<file path="src/rtl/cordic_pkg.sv">
// Shared widths, constants and dispatcher state encoding for the cordic front end.
package cordic_pkg;

  localparam int unsigned THETA_W  = 23;
  localparam int unsigned RESULT_W = 22;

  localparam logic [THETA_W-1:0] THETA_ONE = 23'h200000;

  typedef enum logic [1:0] {
    IDLE,
    ISSUE,
    WAIT
  } dispatch_state_t;

  // Returns {sat, theta}: cosine is even, so fold to |theta| and clamp above 1.0.
  function automatic logic [THETA_W:0] condition_theta(input logic [THETA_W-1:0] theta);
    logic [THETA_W-1:0] mag;
    mag = theta[THETA_W-1] ? (~theta + 1'b1) : theta;
    if (mag > THETA_ONE) begin
      return {1'b1, THETA_ONE};
    end
    return {1'b0, mag};
  endfunction

endpackage

</file>
<file path="src/rtl/cordic_dispatch_fifo.sv">
// Show-ahead synchronous request FIFO with a registered occupancy count.
module cordic_dispatch_fifo #(
  parameter int unsigned Depth = 4,
  parameter int unsigned Width = 24
) (
  input  logic             clk_i,
  input  logic             rst_ni,
  input  logic             clk_en_i,
  input  logic             wr_en_i,
  input  logic [Width-1:0] wr_data_i,
  input  logic             rd_en_i,
  output logic [Width-1:0] rd_data_o,
  output logic             full_o,
  output logic             empty_o
);

  localparam int unsigned PtrW = (Depth > 1) ? $clog2(Depth) : 1;
  localparam logic [PtrW:0] DepthCnt = Depth[PtrW:0];

  logic [Width-1:0] mem_q [Depth];
  logic [PtrW-1:0]  wr_ptr_q, rd_ptr_q;
  logic [PtrW:0]    count_q, count_d;
  logic             do_wr, do_rd;

  assign full_o    = (count_q == DepthCnt);
  assign empty_o   = (count_q == '0);
  assign rd_data_o = mem_q[rd_ptr_q];

  assign do_rd = clk_en_i && rd_en_i && !empty_o;
  // A write into a full FIFO is legal when the head leaves in the same cycle.
  assign do_wr = clk_en_i && wr_en_i && (!full_o || do_rd);

  always_comb begin
    count_d = count_q;
    if (do_wr && !do_rd) begin
      count_d = count_q + 1'b1;
    end else if (do_rd && !do_wr) begin
      count_d = count_q - 1'b1;
    end
  end

  always_ff @(posedge clk_i or negedge rst_ni) begin
    if (!rst_ni) begin
      wr_ptr_q <= '0;
      rd_ptr_q <= '0;
      count_q  <= '0;
    end else begin
      if (do_wr) wr_ptr_q <= wr_ptr_q + 1'b1;
      if (do_rd) rd_ptr_q <= rd_ptr_q + 1'b1;
      count_q <= count_d;
    end
  end

  always_ff @(posedge clk_i) begin
    if (do_wr) begin
      mem_q[wr_ptr_q] <= wr_data_i;
    end
  end

endmodule

</file>
<file path="src/rtl/cordic_dispatch.sv">
// Stream front end for the cordic core: queue, condition, issue, collect the result.
// Define CORDIC_DISPATCH_TIMEOUT_EN to add the WAIT watchdog that drives out_err.
module cordic_dispatch
  import cordic_pkg::*;
#(
  parameter int unsigned FIFO_DEPTH     = 4,
  parameter int unsigned TIMEOUT_CYCLES = 64
) (
  input  logic                clk,
  input  logic                reset,
  input  logic                clk_en,
  input  logic                in_valid,
  input  logic [THETA_W-1:0]  in_theta,
  output logic                in_ready,
  output logic                cordic_clk_en,
  output logic                cordic_start,
  output logic [THETA_W-1:0]  cordic_theta,
  input  logic                cordic_done,
  input  logic [RESULT_W-1:0] cordic_result,
  output logic                out_valid,
  output logic [RESULT_W-1:0] out_result,
  output logic                out_sat,
  output logic                out_err,
  input  logic                out_ready
);

  dispatch_state_t state_q, state_d;

  logic [THETA_W:0]    enq_data, head_data;
  logic                fifo_full, fifo_empty, pop;
  logic [THETA_W-1:0]  theta_q;
  logic                issue_sat_q;
  logic                out_valid_q, out_sat_q;
  logic [RESULT_W-1:0] out_result_q;
  logic                timeout;

  assign enq_data = condition_theta(in_theta);
  assign in_ready = !fifo_full;
  assign pop      = (state_q == IDLE) && !fifo_empty && !out_valid_q;

  cordic_dispatch_fifo #(
    .Depth (FIFO_DEPTH),
    .Width (THETA_W + 1)
  ) u_fifo (
    .clk_i     (clk),
    .rst_ni    (reset),
    .clk_en_i  (clk_en),
    .wr_en_i   (in_valid && in_ready),
    .wr_data_i (enq_data),
    .rd_en_i   (pop),
    .rd_data_o (head_data),
    .full_o    (fifo_full),
    .empty_o   (fifo_empty)
  );

  always_comb begin
    state_d = state_q;
    unique case (state_q)
      IDLE:    if (pop) state_d = ISSUE;
      ISSUE:   state_d = WAIT;
      WAIT:    if (cordic_done || timeout) state_d = IDLE;
      default: state_d = IDLE;
    endcase
  end

  always_ff @(posedge clk or negedge reset) begin
    if (!reset) begin
      state_q     <= IDLE;
      theta_q     <= '0;
      issue_sat_q <= 1'b0;
    end else if (clk_en) begin
      state_q <= state_d;
      if (pop) begin
        theta_q     <= head_data[THETA_W-1:0];
        issue_sat_q <= head_data[THETA_W];
      end
    end
  end

  always_ff @(posedge clk or negedge reset) begin
    if (!reset) begin
      out_valid_q  <= 1'b0;
      out_result_q <= '0;
      out_sat_q    <= 1'b0;
    end else if (clk_en) begin
      if (state_q == WAIT && cordic_done) begin
        out_valid_q  <= 1'b1;
        out_result_q <= cordic_result;
        out_sat_q    <= issue_sat_q;
      end else if (timeout) begin
        out_valid_q  <= 1'b1;
        out_result_q <= '0;
        out_sat_q    <= 1'b0;
      end else if (out_valid_q && out_ready) begin
        out_valid_q  <= 1'b0;
        out_result_q <= '0;
        out_sat_q    <= 1'b0;
      end
    end
  end

`ifdef CORDIC_DISPATCH_TIMEOUT_EN
  localparam int unsigned CntW = ($clog2(TIMEOUT_CYCLES) > 8) ? $clog2(TIMEOUT_CYCLES) : 8;
  localparam logic [CntW-1:0] CntLast = CntW'(TIMEOUT_CYCLES - 1);

  logic [CntW-1:0] wait_cnt_q;
  logic            out_err_q;

  // A done landing on the last watchdog cycle still wins.
  assign timeout = (state_q == WAIT) && !cordic_done && (wait_cnt_q == CntLast);
  assign out_err = out_err_q;

  always_ff @(posedge clk or negedge reset) begin
    if (!reset) begin
      wait_cnt_q <= '0;
      out_err_q  <= 1'b0;
    end else if (clk_en) begin
      if (state_q == WAIT) wait_cnt_q <= wait_cnt_q + 1'b1;
      else                 wait_cnt_q <= '0;
      if (state_q == WAIT && cordic_done) out_err_q <= 1'b0;
      else if (timeout)                   out_err_q <= 1'b1;
      else if (out_valid_q && out_ready)  out_err_q <= 1'b0;
    end
  end
`else
  assign timeout = 1'b0;
  assign out_err = 1'b0;
`endif

  assign cordic_clk_en = clk_en;
  assign cordic_start  = clk_en && (state_q == ISSUE);
  assign cordic_theta  = theta_q;
  assign out_valid     = out_valid_q;
  assign out_result    = out_result_q;
  assign out_sat       = out_sat_q;

endmodule

</file>
<file path="config.mk">
export PLATFORM = sky130hd
export DESIGN_NAME = cordic_dispatch
export DESIGN_NICKNAME = d
export VERILOG_FILES = /design/src/rtl/cordic_pkg.sv /design/src/rtl/cordic_dispatch_fifo.sv /design/src/rtl/cordic_dispatch.sv
export SDC_FILE = /design/constraint.sdc
export NUM_CORES = 1
export LEC_CHECK = 0
export CAP_MARGIN = 10
export CORE_AREA = 10 10 176 96
export CTS_BUF_LIST = sky130_fd_sc_hd__clkbuf_8
export CTS_CLUSTER_DIAMETER = 40
export DETAILED_ROUTE_END_ITERATION = 10
export DIE_AREA = 0 0 186 106
export GPL_ROUTABILITY_DRIVEN = 0
export GPL_TIMING_DRIVEN = 0
export PLACE_DENSITY_LB_ADDON = 0.3
export SETUP_SLACK_MARGIN = 0.05
export SYNTH_ARGS = -nofsm -noshare
export SYNTH_HDL_FRONTEND = slang
export SYNTH_HIERARCHICAL = 1
export SYNTH_SLANG_ARGS = --single-unit
</file>
<file path="constraint.sdc">
create_clock -name clk -period 2.2 [get_ports clk]
set_input_delay 0.44 -clock clk [delete_from_list [all_inputs] [get_ports clk]]
set_output_delay 0.44 -clock clk [all_outputs]
set_load 0.005 [all_outputs]
</file>
==> results.txt <==
Notes on the flow outputs.

- Looking at the power breakdown, sequential logic takes about two fifths of the total.
- Entering global routing, the biggest net connects 39 pins.
- The cell area reported after detailed placement is 8190 um^2.
- The number of cells on the worst hold path reads 2.
- The area growth from synthesis to final layout reads 34.2%.
- The floorplan die area is 19700 um^2.
- The layout contains a multi-input combinational cell count of 255.
- After floorplanning, the core was divided into 31 placement rows.
- Headroom to the max-slew limit came out at 63.0%.
- Setup repair after global routing could not meet its margin everywhere.
- The detailed router reports a met2 wire length of 8080 um.
- The average wire length per cell after detail routing is between 20 and 25 um.
- The non-clock inverter count in the final layout is 15.
- Global routing put the most usage on met2.
- For this run, the number of standard cells in the final layout without fillers is approximately 790.
- The worst-case vdd ir drop reads 0.000731 V.
- The total setup violations reported at the end of the flow is 84.
- Leaving out the clock tree, the finished layout contains a buffer count of about 150.
- The capture point of the worst reg-to-reg path reads u_fifo/count_q[2].
- In this build the clock could be raised as far as 396 MHz.
- The final reports fail on setup timing.
- The main area contributors are sky130_fd_sc_hd__edfxtp_1 (43%), sky130_fd_sc_hd__dfrtp_1 (21%), sky130_fd_sc_hd__mux4_2 (8.0%).
- Routing resource usage on met2 recorded by global route was approximately 26%.
- The routed design uses 1430 um of met3 wire.
- Internal power comes to between 6000 and 7000 uW.
- The share of the core filled with cells is around 65%.
- The worst setup path is captured at a flop.
- The global-route track usage on met3 is 4.35%.
- The met1 layer wirelength in the final routing is 8080 um.
- The run finished, with violations left.
- The proportion of cell area occupied by registers is between 40% and 50%.
- The critical path buffer and inverter count is 4.
- The dominant kind of combinational cell reads multiplexers.
- The signal on the critical path passes through buf_12, inv_12, ha_4, nor4b_4, buf_4, nand4_1, buf_6, or3_4, o32a_4, o211ai_1, o2111ai_1, o21a_4.
- The worst reg-to-reg setup slack reads about 20 ps.
- The total power of the final layout is slightly below 10000 uW.
- The count of placed standard cells including taps is 721.
- The critical path's slowest cell reads sky130_fd_sc_hd__or3_4.
- Yosys reports that the most numerous cell types are sky130_fd_sc_hd__edfxtp_1 (96), sky130_fd_sc_hd__dfrtp_1 (57), sky130_fd_sc_hd__mux2_2 (26).
- The final worst setup slack reads -327 ps.
- The number of gates given a new drive strength after cts reads 62.
- The area inside the core boundary is 14000 um^2.
- The switching power as a share of total power reads 30.8%.
- The tally of nets with antenna violations remaining after routing is 0.
- The area of the multi-input gates is 2660 um^2.
- Clock cells make up 3.98% of the layout cell area.
-- power by group through the flow --
| stage | Combinational, uW | Clock [uW] | Sequential, uW |
|---|---|---|---|
| final | 3810 | 1940 | 4130 |
| after global routing | 4090 | 2140 | 4210 |
| after CTS | 3630 | 1970 | 4130 |
| after detailed placement | 3370 | 0 | 4220 |
| after global placement | 3290 | 0 | 4170 |
| after floorplan | 1900 | 0 | 4180 |
-- cell usage in the layout (no fill, tap or decap), types with 5 or more instances in the layout --
| master | n |
|---|---|
| sky130_fd_sc_hd__dlygate4sd2_1 | 6 |
| sky130_fd_sc_hd__mux2_2 | 25 |
| sky130_fd_sc_hd__mux4_2 | 24 |
| sky130_fd_sc_hd__clkbuf_2 | 7 |
| sky130_fd_sc_hd__buf_12 | 5 |
| sky130_fd_sc_hd__nor2_4 | 17 |
| sky130_fd_sc_hd__clkdlybuf4s50_1 | 77 |
| sky130_fd_sc_hd__dfrtp_1 | 54 |
| sky130_fd_sc_hd__nand2_1 | 19 |
| sky130_fd_sc_hd__nor3_1 | 7 |
| sky130_fd_sc_hd__o21ai_0 | 11 |
| sky130_fd_sc_hd__buf_2 | 9 |
| sky130_fd_sc_hd__inv_1 | 10 |
| sky130_fd_sc_hd__conb_1 | 5 |
| sky130_fd_sc_hd__xnor2_1 | 7 |
| sky130_fd_sc_hd__and2_4 | 8 |
| sky130_fd_sc_hd__xor2_1 | 15 |
| sky130_fd_sc_hd__buf_6 | 6 |
| sky130_fd_sc_hd__edfxtp_1 | 96 |
| sky130_fd_sc_hd__a22o_1 | 23 |
| sky130_fd_sc_hd__nor2_1 | 6 |
| sky130_fd_sc_hd__buf_4 | 27 |
| sky130_fd_sc_hd__clkbuf_1 | 7 |
| sky130_fd_sc_hd__a21oi_1 | 5 |
| sky130_fd_sc_hd__clkbuf_8 | 17 |
The clock network:
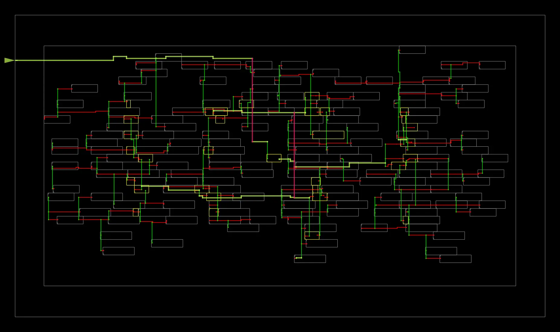
Seq cells: 153
worst-case clock skew: 19.2 ps
clk latency late pin: 440 ps

Wires at chosen ports, followed through buffers:
Scale: 3 px per um.
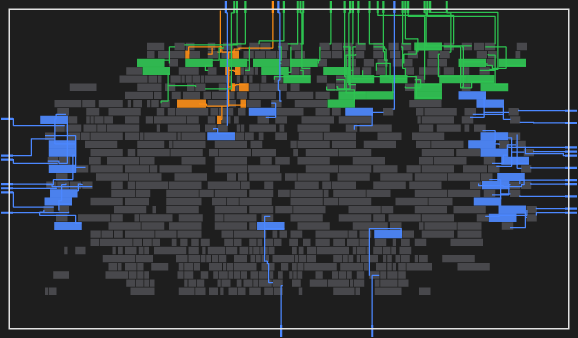
cordic_theta -> blue  # direction output, edge 11 right, 7 left, 3 top, 2 bottom, end cells 23, buffers 23, wire 813 um
clk_en -> orange  # direction input, edge top, end cells 9, buffers 3, wire 113 um
out_result -> green  # direction output, edge top, end cells 22, buffers 22, wire 897 um

Signal wires by layer:
Scale: 4 px per um. Two of the layers only.
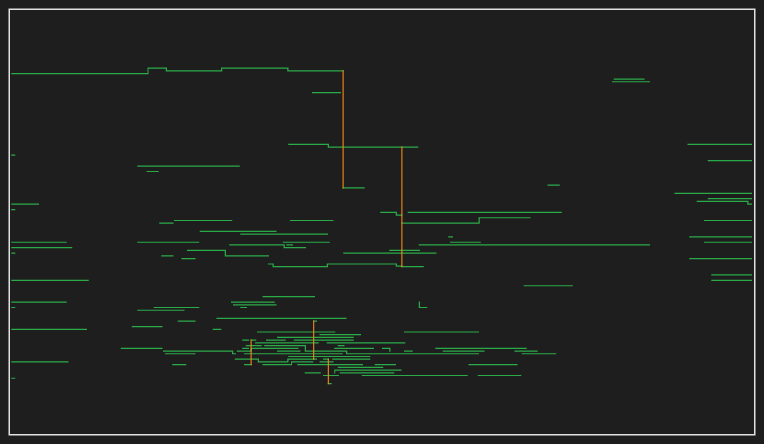
M4 -> orange  # wire length 80.9 um
M3 -> green  # wire length 1430 um

Signal wires on met2:
Scale: 3 px per um.
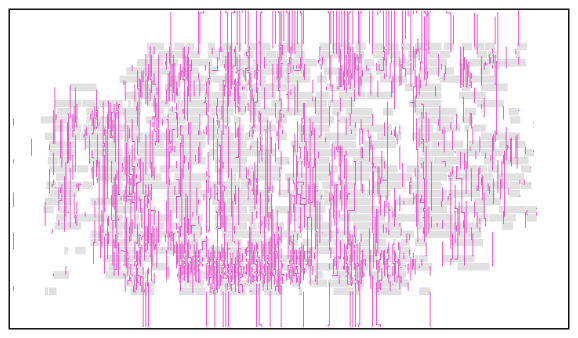
share of all routed wire = 46%
nets with wire on the layer = 606
longest straight run = 43.3 um
main direction = vertical

Close-up of the layout:
Window x 130 to 150, y 70 to 90 um. Cells in gray, sequential cells in the stronger gray; small squares are vias.
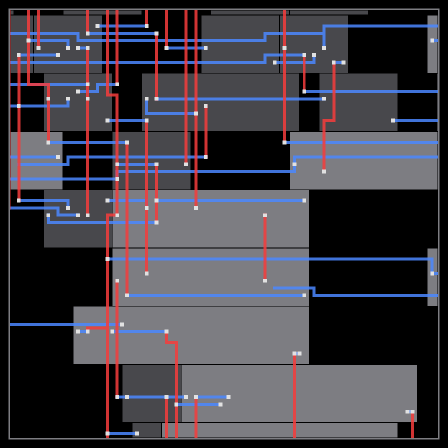
M2 -> red
M1 -> blue
sequential cells in the window = 5
netlist names of flops here include = out_result (3), u_fifo/mem_q (2)
most frequent = a22o_1 (4), clkdlybuf4s50_1 (3), dfrtp_1 (3)
cells with their middle in the window = 14

No activity file was given, so power comes from the tool's default toggle rates.
